`config.mk`:
```
export PLATFORM = sky130hd
export DESIGN_NAME = uart_reg_access_arbiter
export DESIGN_NICKNAME = d
export VERILOG_FILES = /design/src/rtl/uart_reg_access_arbiter_pkg.sv /design/src/rtl/uart_rr_arbiter.sv /design/src/rtl/uart_reg_access_arbiter.sv
export SDC_FILE = /design/constraint.sdc
export NUM_CORES = 1
export LEC_CHECK = 0
export ABC_CLOCK_PERIOD_IN_PS = 2500
export CELL_PAD_IN_SITES_DETAIL_PLACEMENT = 1
export CELL_PAD_IN_SITES_GLOBAL_PLACEMENT = 1
export CORE_ASPECT_RATIO = 0.9
export CORE_UTILIZATION = 27
export DETAILED_ROUTE_END_ITERATION = 8
export PLACE_DENSITY = 0.84
export SYNTH_ARGS = -nofsm -noshare
export SYNTH_HDL_FRONTEND = slang
export SYNTH_SLANG_ARGS = --single-unit
```
`constraint.sdc`:
```
create_clock -name clk_i -period 2.5 [get_ports clk_i]
set_input_delay 0.5 -clock clk_i [delete_from_list [all_inputs] [get_ports clk_i]]
set_output_delay 0.5 -clock clk_i [all_outputs]
set_load 0.01 [all_outputs]
```
`src/rtl/uart_reg_access_arbiter_pkg.sv`:
```
// rtl/uart_reg_access_arbiter_pkg.sv - shared constants and FSM states for the UART register access arbiter
package uart_reg_access_arbiter_pkg;

    localparam logic [1:0] REG_STAT = 2'd0;
    localparam logic [1:0] REG_CTRL = 2'd1;
    localparam logic [1:0] REG_TX   = 2'd2;
    localparam logic [1:0] REG_RX   = 2'd3;

    typedef enum logic [1:0] {
        ST_IDLE   = 2'd0,
        ST_ACCESS = 2'd1,
        ST_RESP   = 2'd2
    } state_e;

endpackage

```
`src/rtl/uart_rr_arbiter.sv`:
```
// rtl/uart_rr_arbiter.sv - combinational round-robin winner select, search starts after last_gnt_i
module uart_rr_arbiter #(
    parameter int N_REQ = 2,
    parameter int IDX_W = 1
) (
    input  logic [N_REQ-1:0] req_i,
    input  logic [IDX_W-1:0] last_gnt_i,
    output logic [N_REQ-1:0] win_oh_o,
    output logic [IDX_W-1:0] win_idx_o,
    output logic             win_valid_o
);

    logic [IDX_W-1:0] idx;

    always_comb begin
        win_oh_o    = '0;
        win_idx_o   = '0;
        win_valid_o = 1'b0;
        idx         = last_gnt_i;
        for (int i = 0; i < N_REQ; i++) begin
            // step with explicit wrap so non-power-of-two N_REQ stays in range
            idx = (idx == IDX_W'(N_REQ - 1)) ? '0 : idx + 1'b1;
            if (!win_valid_o && req_i[idx]) begin
                win_valid_o   = 1'b1;
                win_oh_o[idx] = 1'b1;
                win_idx_o     = idx;
            end
        end
    end

endmodule

```
`src/rtl/uart_reg_access_arbiter.sv`:
```
// rtl/uart_reg_access_arbiter.sv - round-robin sharing of the UART register port, one strobe per grant
module uart_reg_access_arbiter
    import uart_reg_access_arbiter_pkg::*;
#(
    parameter int ADDR_WIDTH = 2,
    parameter int DATA_WIDTH = 32,
    parameter int N_REQ      = 2
) (
    input  logic                        clk_i,
    input  logic                        rst_i,
    input  logic [N_REQ-1:0]            req_i,
    input  logic [N_REQ-1:0]            we_i,
    input  logic [N_REQ*ADDR_WIDTH-1:0] addr_i,
    input  logic [N_REQ*DATA_WIDTH-1:0] wdata_i,
    output logic [N_REQ-1:0]            gnt_o,
    output logic [N_REQ-1:0]            rvalid_o,
    output logic [DATA_WIDTH-1:0]       rdata_o,
    output logic                        busy_o,
    output logic [ADDR_WIDTH-1:0]       reg_addr_o,
    output logic [DATA_WIDTH-1:0]       reg_wdata_o,
    output logic                        reg_wr_en_o,
    output logic                        reg_rd_en_o,
    input  logic [DATA_WIDTH-1:0]       reg_rdata_i
);

    localparam int IDX_W = (N_REQ > 2) ? 2 : 1;

    state_e                  state_q, state_d;
    logic [IDX_W-1:0]        last_gnt_q, last_gnt_d;
    logic                    we_q, we_d;
    logic [ADDR_WIDTH-1:0]   reg_addr_q, reg_addr_d;
    logic [DATA_WIDTH-1:0]   reg_wdata_q, reg_wdata_d;
    logic [DATA_WIDTH-1:0]   rdata_q, rdata_d;
    logic [N_REQ-1:0]        gnt_q, gnt_d;
    logic [N_REQ-1:0]        rvalid_q, rvalid_d;
    logic                    busy_q, busy_d;
    logic                    wr_en_q, wr_en_d;
    logic                    rd_en_q, rd_en_d;

    logic [N_REQ-1:0]        win_oh;
    logic [IDX_W-1:0]        win_idx;
    logic                    win_valid;

    uart_rr_arbiter #(
        .N_REQ (N_REQ),
        .IDX_W (IDX_W)
    ) u_rr (
        .req_i       (req_i),
        .last_gnt_i  (last_gnt_q),
        .win_oh_o    (win_oh),
        .win_idx_o   (win_idx),
        .win_valid_o (win_valid)
    );

    always_comb begin
        state_d     = state_q;
        last_gnt_d  = last_gnt_q;
        we_d        = we_q;
        reg_addr_d  = reg_addr_q;
        reg_wdata_d = reg_wdata_q;
        rdata_d     = rdata_q;
        gnt_d       = '0;
        rvalid_d    = '0;
        busy_d      = 1'b0;
        wr_en_d     = 1'b0;
        rd_en_d     = 1'b0;
        case (state_q)
            ST_IDLE: begin
                if (win_valid) begin
                    state_d     = ST_ACCESS;
                    last_gnt_d  = win_idx;
                    we_d        = we_i[win_idx];
                    reg_addr_d  = addr_i[int'(win_idx)*ADDR_WIDTH +: ADDR_WIDTH];
                    reg_wdata_d = wdata_i[int'(win_idx)*DATA_WIDTH +: DATA_WIDTH];
                    gnt_d       = win_oh;
                    wr_en_d     = we_i[win_idx];
                    rd_en_d     = !we_i[win_idx];
                    busy_d      = 1'b1;
                end
            end
            ST_ACCESS: begin
                // read data sampled on the strobe edge, before any read-clear takes effect
                state_d  = ST_RESP;
                rvalid_d = gnt_q;
                rdata_d  = we_q ? '0 : reg_rdata_i;
                busy_d   = 1'b1;
            end
            ST_RESP: begin
                state_d = ST_IDLE;
            end
            default: begin
                state_d = ST_IDLE;
            end
        endcase
    end

    always_ff @(posedge clk_i or posedge rst_i) begin
        if (rst_i) begin
            state_q     <= ST_IDLE;
            last_gnt_q  <= IDX_W'(N_REQ - 1);
            we_q        <= 1'b0;
            reg_addr_q  <= '0;
            reg_wdata_q <= '0;
            rdata_q     <= '0;
            gnt_q       <= '0;
            rvalid_q    <= '0;
            busy_q      <= 1'b0;
            wr_en_q     <= 1'b0;
            rd_en_q     <= 1'b0;
        end else begin
            state_q     <= state_d;
            last_gnt_q  <= last_gnt_d;
            we_q        <= we_d;
            reg_addr_q  <= reg_addr_d;
            reg_wdata_q <= reg_wdata_d;
            rdata_q     <= rdata_d;
            gnt_q       <= gnt_d;
            rvalid_q    <= rvalid_d;
            busy_q      <= busy_d;
            wr_en_q     <= wr_en_d;
            rd_en_q     <= rd_en_d;
        end
    end

    assign gnt_o       = gnt_q;
    assign rvalid_o    = rvalid_q;
    assign rdata_o     = rdata_q;
    assign busy_o      = busy_q;
    assign reg_addr_o  = reg_addr_q;
    assign reg_wdata_o = reg_wdata_q;
    assign reg_wr_en_o = wr_en_q;
    assign reg_rd_en_o = rd_en_q;

endmodule

```
### Signal wires by layer, run 1

Scale bar: 20 um. Only two layers are drawn.
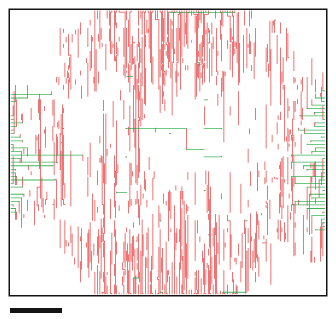
legend:
  red:
    layer: M2
    wire_length: 5,310 um
  green:
    layer: M3
    wire_length: 454 um
via count of the routed design: 2,736
total wirelength of the detailed-routed design: 10000 um
Total GRT Usage: 0.158

### Routed clock nets over the placement, run 1

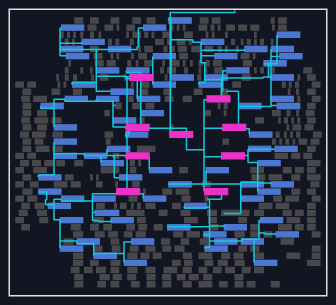
legend:
  blue:
    item: flip-flops
    count: 77
  cyan:
    item: clock wires
    length: 1,050 um
  magenta:
    item: clock-net drivers
    count: 9
routed clock nets: 10
clock group total power: 0.00128 W
part of the power in the clock network: 0.206
setup clock skew after layout: 0.00849 ns

### Floorplan with the power grid, run 1

Scale bar: 20 um. Pins as bars on the die edge.
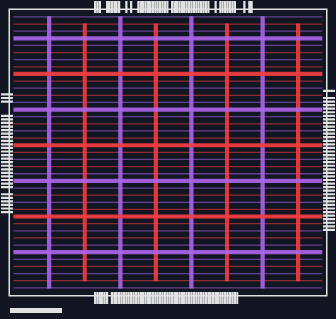
legend:
  red:
    net: VDD
  purple:
    net: VSS
met4 straps: 8
met1 rails: 39
horizontal extent of the die: 121 um
vertical die dimension: 109 um

### Clock routing, run 1

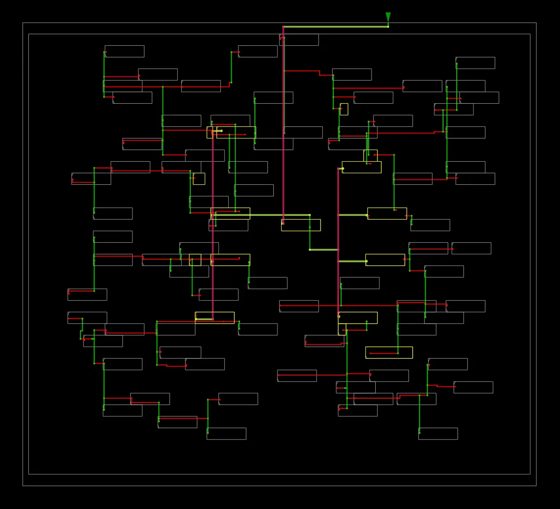
number of clock buffers inserted by TritonCTS: 9
Clock Sinks: 77
Worst-Skew Late Latency: 0.33 ns
tally of clock buffers in the finished layout: 10

==> commit_impl_results.txt, run 1 <==
Store results of the implementation flow

- The run finished with clean final reports.
* Yosys Instances: 279
- Delay-heaviest family, CP: buffers and inverters
- Registers take 1930 um^2.
- Crit path DAT: 2.12 ns
* Htree depth: 3
- The final report gives the core utilization as 0.467.
- Wire length on met3: 453 um
- Per the layout area report, the combinational gate area comes to 1360 um^2.
- Comb area share: 0.240
* Met1 wire length: 4060 um
- Critical path class: input port to register
- # placed instances: 607
* Total stage count of the critical path: 6
- Synth cell count leaders: sky130_fd_sc_hd__dfrtp_1 (76), sky130_fd_sc_hd__nand2_1 (64), sky130_fd_sc_hd__mux2_2 (42), sky130_fd_sc_hd__o21ai_0 (32), sky130_fd_sc_hd__mux2_4 (26)
* Non-clock buffer contribution to total cell area: 0.331
- The average instance in the mapped netlist occupies 12.2 um^2.
- Well-tap cell count: 160
- Initial antenna violation count: 0
- Final-report setup violation count: 0
* Pin count of the biggest net entering global routing: 42
- Hold Worst Slack: 0.454 ns
* Sequential fraction of design power: 0.333
- Setup repair after global routing left no endpoint under its margin.
* Total Power Consumption: 0.00623 W
- The script computed the net switching share of total power as 0.322.
- Vias in the first global route: 3,130
* Syn nets: 385
- For met1 alone, demand over resource in global routing was 0.180.
* Slew at the pin with the worst max-slew slack: 0.685 ns
* Worst Path Max Fanout: 28
- Worst setup SP type: input port
- Slowest-stage cell, CP: sky130_fd_sc_hd__clkdlybuf4s50_1
- In this run the full chip footprint comes out at 13,100 um^2.
- The global route stage reports its total congestion overflow as 0.
- Cell with the most instances after synthesis: sky130_fd_sc_hd__dfrtp_1
- Effective utilization at floorplan: 0.281
- Looking at hold timing, the worst path starts from state_q[1].
- With fillers left out, the area of the finished cells amounts to 5680 um^2.
- The core region is 12,200 um^2.
- Worst path max stage delay: 0.50 ns
- Cells after synthesis: 279
- Per the final layout report, the fraction of cells sized above drive strength 1 comes to 0.207.
* Hold buffer count at CTS: 0
- Of the total synthesized cell area, the portion taken by AND-OR and OR-AND cells is 0.0498.
* Crit path buffers/inverters: 3
- STA classifies the critical path endpoint as a register.
* Resized cells post-CTS: 0
- OpenROAD warning count: 26
- STA puts the critical path data required time at 2.70 ns.
- Detailed-route iteration 0 reported a violation count of 105.
- Startpoint of the worst setup timing path: req_i[0]
* Async SR Flop Fraction: 1.00
- Cell-by-cell listing of the critical path: clkdlybuf4s50_1 > nor2_1 > or3_1 > inv_2 > buf_12 > mux2_2
- The post-synth register bit count is 77.
* Remaining antenna violation count: 0
- FILL cells: 1,307
- The main area contributors are sky130_fd_sc_hd__dfrtp_1 (56%), sky130_fd_sc_hd__mux2_2 (14%), sky130_fd_sc_hd__mux2_4 (11%).
- The final timing report lists a max-slew violation count of 0.
- Power Combinational: 0.00288 W
* Number of input and output port buffers inserted: 178
- The smallest clock period supported by the final layout is computed as 1.91 ns.
- Number of non-filler instances in the completed layout: 623
- Invs w/o clock: 5
- Final tally of hold violations: 0
- Post-synthesis share of cell area spent on full adders, half adders and majority gates: 0
* Hold worst-path end: busy_o
- Top area contributor share: 0.557
* Worst reg-to-reg path cell count: 4
- The iteration count recorded for the first detailed-route pass is 4.
==> run 2, diff against run 1 <==
--- a/config.mk
+++ b/config.mk
@@ -5,7 +5,7 @@
 export SDC_FILE = /design/constraint.sdc
 export NUM_CORES = 1
 export LEC_CHECK = 0
-export ABC_CLOCK_PERIOD_IN_PS = 2500
+export ABC_CLOCK_PERIOD_IN_PS = 1700
 export CELL_PAD_IN_SITES_DETAIL_PLACEMENT = 1
 export CELL_PAD_IN_SITES_GLOBAL_PLACEMENT = 1
 export CORE_ASPECT_RATIO = 0.9
==> constraint.sdc (replaced) <==
create_clock -name clk_i -period 1.7 [get_ports clk_i]
set_input_delay 0.34 -clock clk_i [delete_from_list [all_inputs] [get_ports clk_i]]
set_output_delay 0.34 -clock clk_i [all_outputs]
set_load 0.01 [all_outputs]
### Signal wires by layer, run 2

Scale bar: 20 um. Only two layers are drawn.
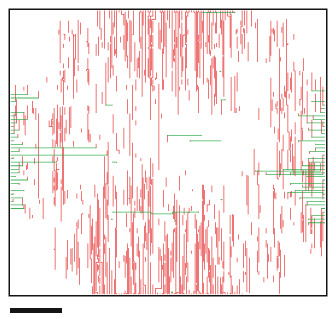
legend:
  red:
    layer: M2
    wire_length: 5,210 um
  green:
    layer: M3
    wire_length: 519 um
Total GRT Usage: 0.154
total wirelength of the detailed-routed design: 9840 um

### Routed clock nets over the placement, run 2

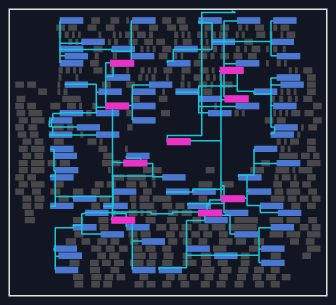
legend:
  blue:
    item: flip-flops
    count: 77
  magenta:
    item: clock-net drivers
    count: 9
  cyan:
    item: clock wires
    length: 1,080 um
routed clock nets: 10
flops lie: widely spread
setup clock skew after layout: 0.00489 ns
clock group total power: 0.00197 W
part of the power in the clock network: 0.208

==> run 2 against run 1 <==
  * Area after synthesis unchanged
  * Worst hold slack better by 0.0075 ns
  * Clock skew down 0.0036 ns
  * Sequential cell count unchanged
  * Die area unchanged
  * Combinational power up 56%
  * Cell count up 0.80%
  * Sequential power up 47%
  * Wire length down 1.6%
==> commit_impl_results.txt, run 2 <==
Store results of the implementation flow

- Per the timing report, the achievable frequency comes out to 599 MHz.
- Data required time at the worst endpoint: 1.91 ns (was 2.70 ns)
* Average cell area after synthesis: 12.2 um^2 (unchanged)
- Vias in the first global route: 3,061 (was 3,130)
- The initial antenna violation count is 0 (unchanged).
- Hold Worst Slack: 0.462 ns (was 0.454 ns)
* Unrepaired setup endpoints after global routing: false (unchanged)
* Worst path max stage delay: 0.51 ns (was 0.50 ns)
* Cell-internal power: 0.00654 W (was 0.00423 W)
* Hold buffer count at CTS: 0 (unchanged)
* Crit path DAT: 1.88 ns (was 2.12 ns)
- The floorplan core area is 12,200 um^2 (unchanged).
- The kind of start point of the critical path is an input port (unchanged).
- The horizontal die dimension came to 121 um (unchanged).
- The count of max-cap constraint violations was 0 (unchanged).
- Counting I/O delays and the setup requirement, the final critical path takes 1.67 ns.
- Effective utilization at floorplan: 0.281 (unchanged)
- The combinational cell power is 0.00448 W (was 0.00288 W).
- The vertical die size was 109 um (unchanged).
- The cell family with the largest share of critical-path delay was buffers and inverters (unchanged).
- The largest fanout of any net on the critical path came to 10 (was 28).
- The routed length on met1 came to 3940 um (was 4060 um).
- The number of buffers between clock root and the deepest sink was 2 (unchanged).
* Htree depth: 3 (unchanged)
- Total Power Consumption: 0.00950 W (was 0.00623 W)
- The biggest cell category by area in the final layout was non-clock buffers (was sequential cells).
* Flops after synth: 77 (unchanged)
* DRC violation total after the first TritonRoute iteration: 93 (was 105)
- The start point of the worst hold path is state_q[1] (unchanged).
- The number of cells in the finished layout apart from fillers is 628 (was 623).
- Yosys Instances: 279 (unchanged)
* Non-clock buffer contribution to total cell area: 0.340 (was 0.331)
- The kind of capture point of the worst setup path is a register (unchanged).
- OpenROAD warning count: 27 (was 26)
* Switching share of total power: 0.312 (was 0.322)
- The async set-or-reset flop fraction in the synthesized netlist came to 1.00 (unchanged).
- The post-synthesis instance area came to 3420 um^2 (unchanged).
- Top area contributor share: 0.557 (unchanged)
- The number of routed nets with antenna violations came to 0 (unchanged).
- The final-layout clock buffer total was 12 (was 10).
* Cell depth of the worst min-delay path: 1 (unchanged)
- The count of inserted tapcells was 160 (unchanged).
* Area of the die: 13,100 um^2 (unchanged)
- The number of optimization iterations in the first detailed-route pass was 4 (unchanged).
* Startpoint of the worst setup timing path: req_i[1] (was req_i[0])
- Invs w/o clock: 5 (unchanged)
- Number of input and output port buffers inserted: 178 (unchanged)
- Top area cells in the synthesized netlist: sky130_fd_sc_hd__dfrtp_1 (56%), sky130_fd_sc_hd__mux2_2 (14%), sky130_fd_sc_hd__mux2_4 (11%) (unchanged)
- The CTS sink count came to 77 (unchanged).
* Worst-Skew Late Latency: 0.33 ns (about the same)
- Status: finished, final reports clean (unchanged).
- The path type of the worst setup path is input port to register (unchanged).
* Crit path buffers/inverters: 3 (unchanged)
* Via count of the routed design: 2,756 (was 2,736)
* Comb area share: 0.236 (was 0.240)
- The number of failing setup endpoints in the final timing report was 0 (unchanged).
- The parity-gate share of the synthesized area counting xor and xnor cells is 0 (unchanged).
- The number of instances resized during post-cts repair came to 1 (was 0).
- Sequential fraction of design power: 0.320 (was 0.333)
- Post-synthesis compound-gate area fraction: 0.0498 (unchanged)
- Cell with the most instances after synthesis: sky130_fd_sc_hd__dfrtp_1 (unchanged)
* Number of pins exceeding their max-slew limit in the final report: 0 (unchanged)
- Cell-by-cell listing of the critical path: clkdlybuf4s50_1 > nor2_1 > or3_4 > inv_4 > buf_6 > mux2_2 (was clkdlybuf4s50_1 > nor2_1 > or3_1 > inv_2 > buf_12 > mux2_2)
- Total stage count of the critical path: 6 (unchanged)
* Final core utilization: 0.478 (was 0.467)
* Slowest-stage cell, CP: sky130_fd_sc_hd__clkdlybuf4s50_1 (unchanged)
- The area of the multi-input gates is 1380 um^2 (was 1360 um^2).
* Post-route standard cell area excluding fillers: 5820 um^2 (was 5680 um^2)
- The measured slew at the worst slew-check pin was 0.440 ns (was 0.685 ns).
- The net count of the mapped netlist was 385 (unchanged).
- Flip-flop and latch area: 1930 um^2 (unchanged)
* Layout cells sized above 1: 0.220 (was 0.207)
- The met3 routed wirelength was 519 um (was 453 um).
Power is estimated from default activity; no workload was simulated.
